$ cat src/rtl/cdb_arbiter.sv
// Common data bus arbiter: round-robin selection of one execution-unit result per
// cycle, broadcast on a registered bus, plus a saturating contention counter.

package fcpu_pkg;
    localparam int RSV_ID_W = 6;
    localparam int DATA_W   = 32;
    localparam int CDB_W    = RSV_ID_W + DATA_W;
endpackage

module cdb_arbiter
    import fcpu_pkg::*;
#(
    parameter int N_UNITS = 4,
    parameter int CNT_W   = 32
) (
    input  logic                       clk,
    input  logic                       nrst,
    input  logic                       clear,
    input  logic [N_UNITS*CDB_W-1:0]   i_cdb,
    input  logic [N_UNITS-1:0]         i_valid,
    output logic [N_UNITS-1:0]         i_ready,
    output logic [CDB_W-1:0]           cdb,
    output logic                       cdb_valid,
    output logic [CNT_W-1:0]           o_conflicts
);

    localparam int PTR_W = (N_UNITS > 1) ? $clog2(N_UNITS) : 1;

    logic [PTR_W-1:0] rr_ptr_q, rr_ptr_d;
    logic [PTR_W-1:0] grant_idx, scan_idx;
    logic [PTR_W:0]   scan_sum;
    logic             found;
    logic             xfer;
    logic [CDB_W-1:0] sel_data;
    logic [CDB_W-1:0] cdb_q, cdb_d;
    logic             cdb_valid_q, cdb_valid_d;
    logic [CNT_W-1:0] conflicts_q, conflicts_d;

    // Scan from rr_ptr upward with an explicit wrap so non-power-of-2 counts work.
    always_comb begin
        grant_idx = '0;
        scan_idx  = '0;
        scan_sum  = '0;
        found     = 1'b0;
        for (int off = 0; off < N_UNITS; off++) begin
            scan_sum = {1'b0, rr_ptr_q} + (PTR_W+1)'(off);
            if (scan_sum >= (PTR_W+1)'(N_UNITS)) begin
                scan_sum = scan_sum - (PTR_W+1)'(N_UNITS);
            end
            scan_idx = scan_sum[PTR_W-1:0];
            if (!found && i_valid[scan_idx]) begin
                found     = 1'b1;
                grant_idx = scan_idx;
            end
        end
    end

    always_comb begin
        i_ready = '0;
        if (found && nrst && !clear) begin
            i_ready[grant_idx] = 1'b1;
        end
    end

    always_comb begin
        sel_data = '0;
        for (int k = 0; k < N_UNITS; k++) begin
            if (i_ready[k]) begin
                sel_data = sel_data | i_cdb[k*CDB_W +: CDB_W];
            end
        end
    end

    assign xfer = |i_ready;

    always_comb begin
        cdb_d       = cdb_q;
        cdb_valid_d = 1'b0;
        rr_ptr_d    = rr_ptr_q;
        conflicts_d = conflicts_q;
        if (xfer) begin
            cdb_d       = sel_data;
            cdb_valid_d = 1'b1;
            rr_ptr_d    = (grant_idx == PTR_W'(N_UNITS-1)) ? '0 : grant_idx + PTR_W'(1);
        end
        if (clear) begin
            rr_ptr_d = '0;
        end
        // Contention is sampled on the raw offers, not on what was granted.
        if (!clear && ($countones(i_valid) >= 2) && (conflicts_q != '1)) begin
            conflicts_d = conflicts_q + CNT_W'(1);
        end
    end

    always_ff @(posedge clk) begin
        if (!nrst) begin
            cdb_q       <= '0;
            cdb_valid_q <= 1'b0;
            rr_ptr_q    <= '0;
            conflicts_q <= '0;
        end else begin
            cdb_q       <= cdb_d;
            cdb_valid_q <= cdb_valid_d;
            rr_ptr_q    <= rr_ptr_d;
            conflicts_q <= conflicts_d;
        end
    end

    assign cdb         = cdb_q;
    assign cdb_valid   = cdb_valid_q;
    assign o_conflicts = conflicts_q;

endmodule

$ cat config.mk
export PLATFORM = sky130hd
export DESIGN_NAME = cdb_arbiter
export DESIGN_NICKNAME = d
export VERILOG_FILES = /design/src/rtl/cdb_arbiter.sv
export SDC_FILE = /design/constraint.sdc
export NUM_CORES = 1
export LEC_CHECK = 0
export CAP_MARGIN = 0
export CORE_MARGIN = 3
export CORE_UTILIZATION = 30
export DETAILED_ROUTE_END_ITERATION = 16
export PLACE_DENSITY_LB_ADDON = 0.15
export REMOVE_ABC_BUFFERS = 1
export SLEW_MARGIN = 20
export SYNTH_ARGS = -nofsm -noshare
export SYNTH_HDL_FRONTEND = slang
export SYNTH_SLANG_ARGS = --single-unit
$ cat constraint.sdc
create_clock -name clk -period 3.65 [get_ports clk]
set_input_delay 1.095 -clock clk [delete_from_list [all_inputs] [get_ports clk]]
set_output_delay 1.095 -clock clk [all_outputs]
set_load 0.01 [all_outputs]
### Congestion heat map, run 1

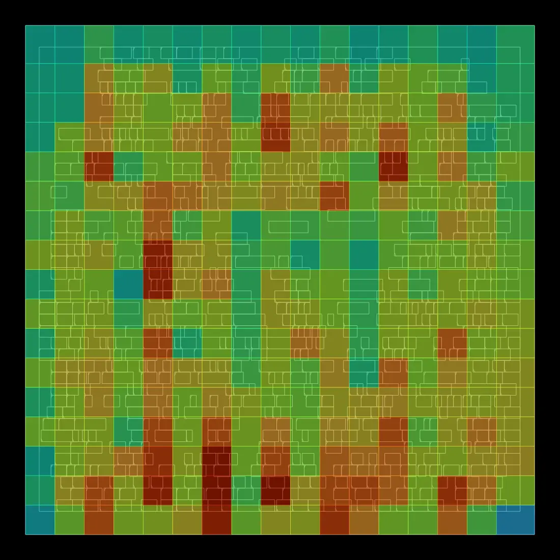
GR Util met1: 24.8%
Global Route Usage Sum: 21.3%
WL per Instance: 17.5 um

### Placed cells, one color a class, run 1

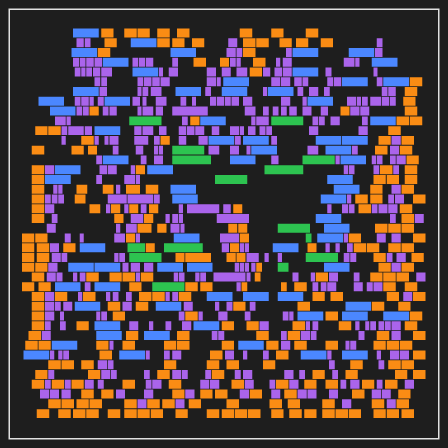
[all other logic] purple | cells: 381 | share of their area: 35%
[other buffers and delay cells] orange | cells: 260 | share of their area: 38%
[clock drivers and dummy loads] green | cells: 15 | share of their area: 5.2%
[flip-flops] blue | cells: 73 | share of their area: 22%
Seq area share: 21.3%
Core Box Area: 12,300 sq um

### Sequential cells colored by netlist name, run 1

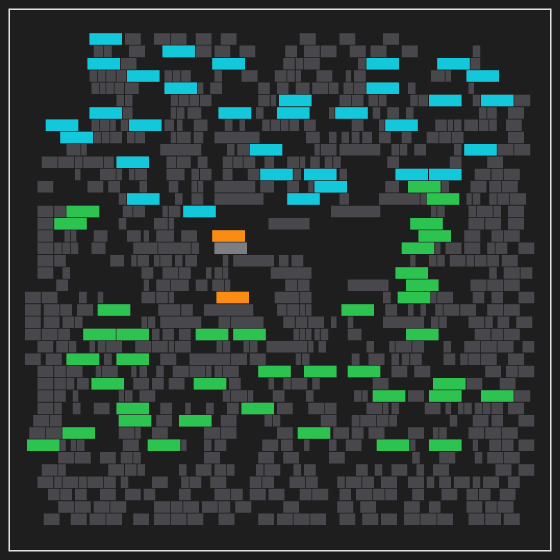
[cdb] green | flops: 38
[rr_ptr_q] orange | flops: 2
[o_conflicts] cyan | flops: 32 | where: a band across the top
Final Core Density: 55.9%
FF+latch area: 1460 sq um
Seq group: 844 uW

==> qor.yml, run 1 <==
die_area_sq_um: 14200
worstHoldEndpoint: "cdb[3]"
p_comb_uw: 511
arrival_ns: 2.47
setup.worst_path.end: "i_ready[2]"
wl_met3_um: 958
antenna_found_initial: 0
p_switching_uw: 565
place_congestion: 0.791
status: "complete, no violations"
ys_sh_simple_pct: 18.5
cts_buffer_depth: 2
comb_area_sq_um: 2260
grt_setup_unrepaired: "yes"
clock-sinks: 73
signal_buffers: 260
ff2ff_path_depth: 12
powerDensity_nw_per_um2: 345
num_antenna_cells: 0
setup_violations: 0
maxPowerGroup: "clock"
### Drive-strength map, run 1

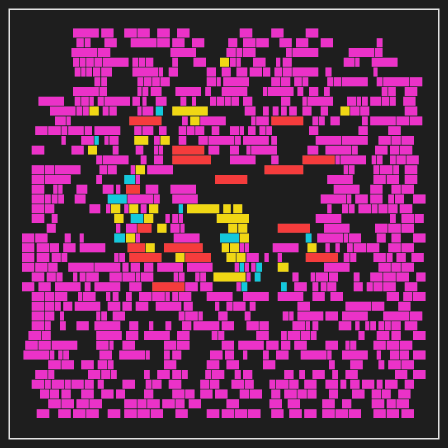

==> inputs of run 2 (changes only) <==
--- a/config.mk
+++ b/config.mk
@@ -6,8 +6,8 @@
 export NUM_CORES = 1
 export LEC_CHECK = 0
 export CAP_MARGIN = 0
-export CORE_MARGIN = 3
 export CORE_UTILIZATION = 30
+export CTS_CLUSTER_SIZE = 30
 export DETAILED_ROUTE_END_ITERATION = 16
 export PLACE_DENSITY_LB_ADDON = 0.15
 export REMOVE_ABC_BUFFERS = 1
### Drive-strength map, run 2

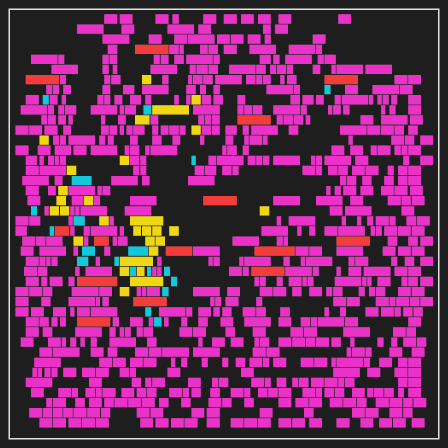
[drive 6 and up] red | cells: 14
[drive 3 to 4] yellow | cells: 29
[drive 2] cyan | cells: 19
[drive 1 or less] magenta | cells: 665
area grow syn2layout: 76.9%
final instance area: 6810 sq um
Non-Clock Buffer Count: 257
slack of the critical path: 0.0889 ns

==> run 2 against run 1 <==
Compared with the run above: combinational power is essentially flat; synthesized area is the same; final area shrank 0.68%; die area shrank 6.6%; fmax is essentially flat; total power shrank 3.2%; first-iteration DRC count shrank 7.6%; non-clock buffer count shrank 3; critical path type unchanged; largest cell class unchanged; largest power group unchanged.
==> qor.yml, run 2 <==
core_area_sq_um: 12600  # was 12,300 sq um
antenna_found_initial: 0  # unchanged
status: "complete, no violations"  # unchanged
place_congestion: 0.826  # was 0.791
comb_area_sq_um: 2260  # about the same
ys_sh_simple_pct: 18.5  # unchanged
grt_use_total_pct: 23.1  # was 21.3%
finalHoldViolCount: 0  # unchanged
setup.worst_path.end: "i_ready[2]"  # unchanged
grt_setup_unrepaired: "no"  # was yes
arrival_ns: 2.47  # about the same
clock-sinks: 73  # unchanged
seqCellArea_sq_um: 1460  # unchanged
cts_buffer_depth: 2  # unchanged
post-route-util_pct: 54.2  # was 55.9%
setup_violations: 0  # unchanged
maxPowerGroup: "clock"  # unchanged
grtUsageMet3_pct: 7.22  # was 5.27%
seq_share_pct: 21.5  # was 21.3%
p_switching_uw: 576  # was 565 uW
p_comb_uw: 511  # about the same
numSynthFlops: 73  # unchanged
num_antenna_cells: 0  # unchanged
grt_use_met1_pct: 25.1  # was 24.8%
wl_per_cell_um: 17.2  # was 17.5 um
powerSeq_uw: 844  # about the same
### Placed cells, one color a class, run 2

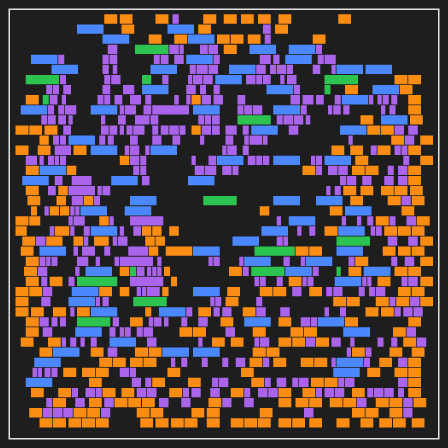

==> inputs of run 3 (changes only) <==
==> constraint.sdc (replaced) <==
create_clock -name clk -period 3.65 [get_ports clk]
set_input_delay 0.73 -clock clk [delete_from_list [all_inputs] [get_ports clk]]
set_output_delay 0.73 -clock clk [all_outputs]
set_load 0.01 [all_outputs]
### Placed cells, one color a class, run 3

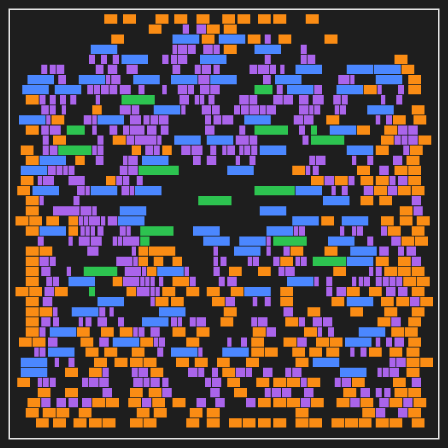
[clock drivers and dummy loads] green | cells: 16 | share of their area: 5.1%
[all other logic] purple | cells: 381 | share of their area: 35%
[flip-flops] blue | cells: 73 | share of their area: 22%
[other buffers and delay cells] orange | cells: 248 | share of their area: 38%

==> run 3 against run 2 <==
Compared with the run above: fmax increased by 1.9%; worst setup slack better by 0.067 ns; final cell count is 1.0% lower; first-iteration DRC count increased by 2.0%; largest cell class unchanged; largest power group unchanged.
==> qor.yml, run 3 <==
comb_share_pct: 32.7  # was 33.2%
ys_sh_simple_pct: 18.5  # unchanged
yosys-top-cells-area: "dfxtp_1, a22oi_1, a21oi_1"  # unchanged
p_switching_uw: 562  # was 576 uW
place_congestion: 0.782  # was 0.826
grtUsageMet3_pct: 5.54  # was 7.22%
num_antenna_cells: 0  # unchanged
dpl_cell_area_sq_um: 6380  # was 6440 sq um
ys_area_sq_um: 3850  # unchanged
antenna_found_initial: 0  # unchanged
crit_path_top_delay_cell: "clkdlybuf4s50_1"  # was a211o_1
post-route-util_pct: 53.4  # was 54.2%
status: "complete, no violations"  # unchanged
rows: 41  # unchanged
grt_use_total_pct: 22.5  # was 23.1%
arrival_ns: 2.76  # was 2.47 ns
cts_buffer_depth: 2  # unchanged
synthToLayoutAreaGrowth_pct: 74.4  # was 76.9%
clock-sinks: 73  # unchanged
start_kind: "primary input"  # unchanged
powerDensity_nw_per_um2: 343  # was 336 nW/um^2
die_area_sq_um: 13300  # unchanged
grt_setup_unrepaired: "no"  # unchanged
dr.max_layer_used: "met4"  # unchanged
setup.worst_path.end: "i_ready[3]"  # was i_ready[2]
wl_met3_um: 998  # was 1.14 mm
clock_latency_ns: 0.33  # was 0.34 ns
ff2ff_path_depth: 10  # was 11
synth.most_common_cell: "a21oi_1"  # unchanged
grt_use_met1_pct: 24.8  # was 25.1%
powerSeq_uw: 843  # was 844 uW
setup_slack_ns: 0.156  # was 0.0889 ns
core_area_sq_um: 12600  # unchanged
worstHoldEndpoint: "cdb[24]"  # was cdb[29]
largest_reg_flops: 38  # unchanged
numSynthFlops: 73  # unchanged
seqCellArea_sq_um: 1460  # unchanged
maxPowerGroup: "clock"  # unchanged
seq_share_pct: 21.8  # was 21.5%
p_comb_uw: 495  # was 511 uW
stdcell_area_sq_um: 6720  # was 6810 sq um
wl_per_cell_um: 17.2  # about the same
setup_violations: 0  # unchanged

==> layout pictures side by side <==
Local utilization.
The die is cut into 12 by 12 equal tiles; black is low, pale yellow is high, 0 to 100% covered.
Plate I
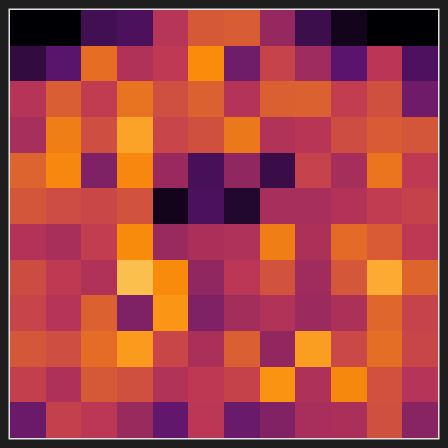
Plate II
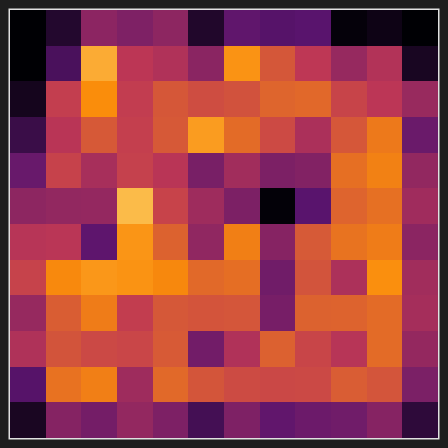
Plate III
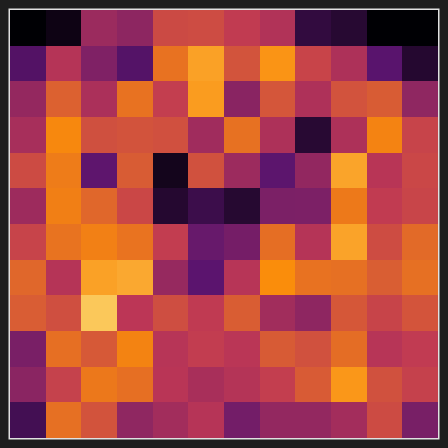
Plate I is run 3.
Plate II is run 1.
Plate III is run 2.

No activity file was given, so power comes from the tool's default toggle rates.
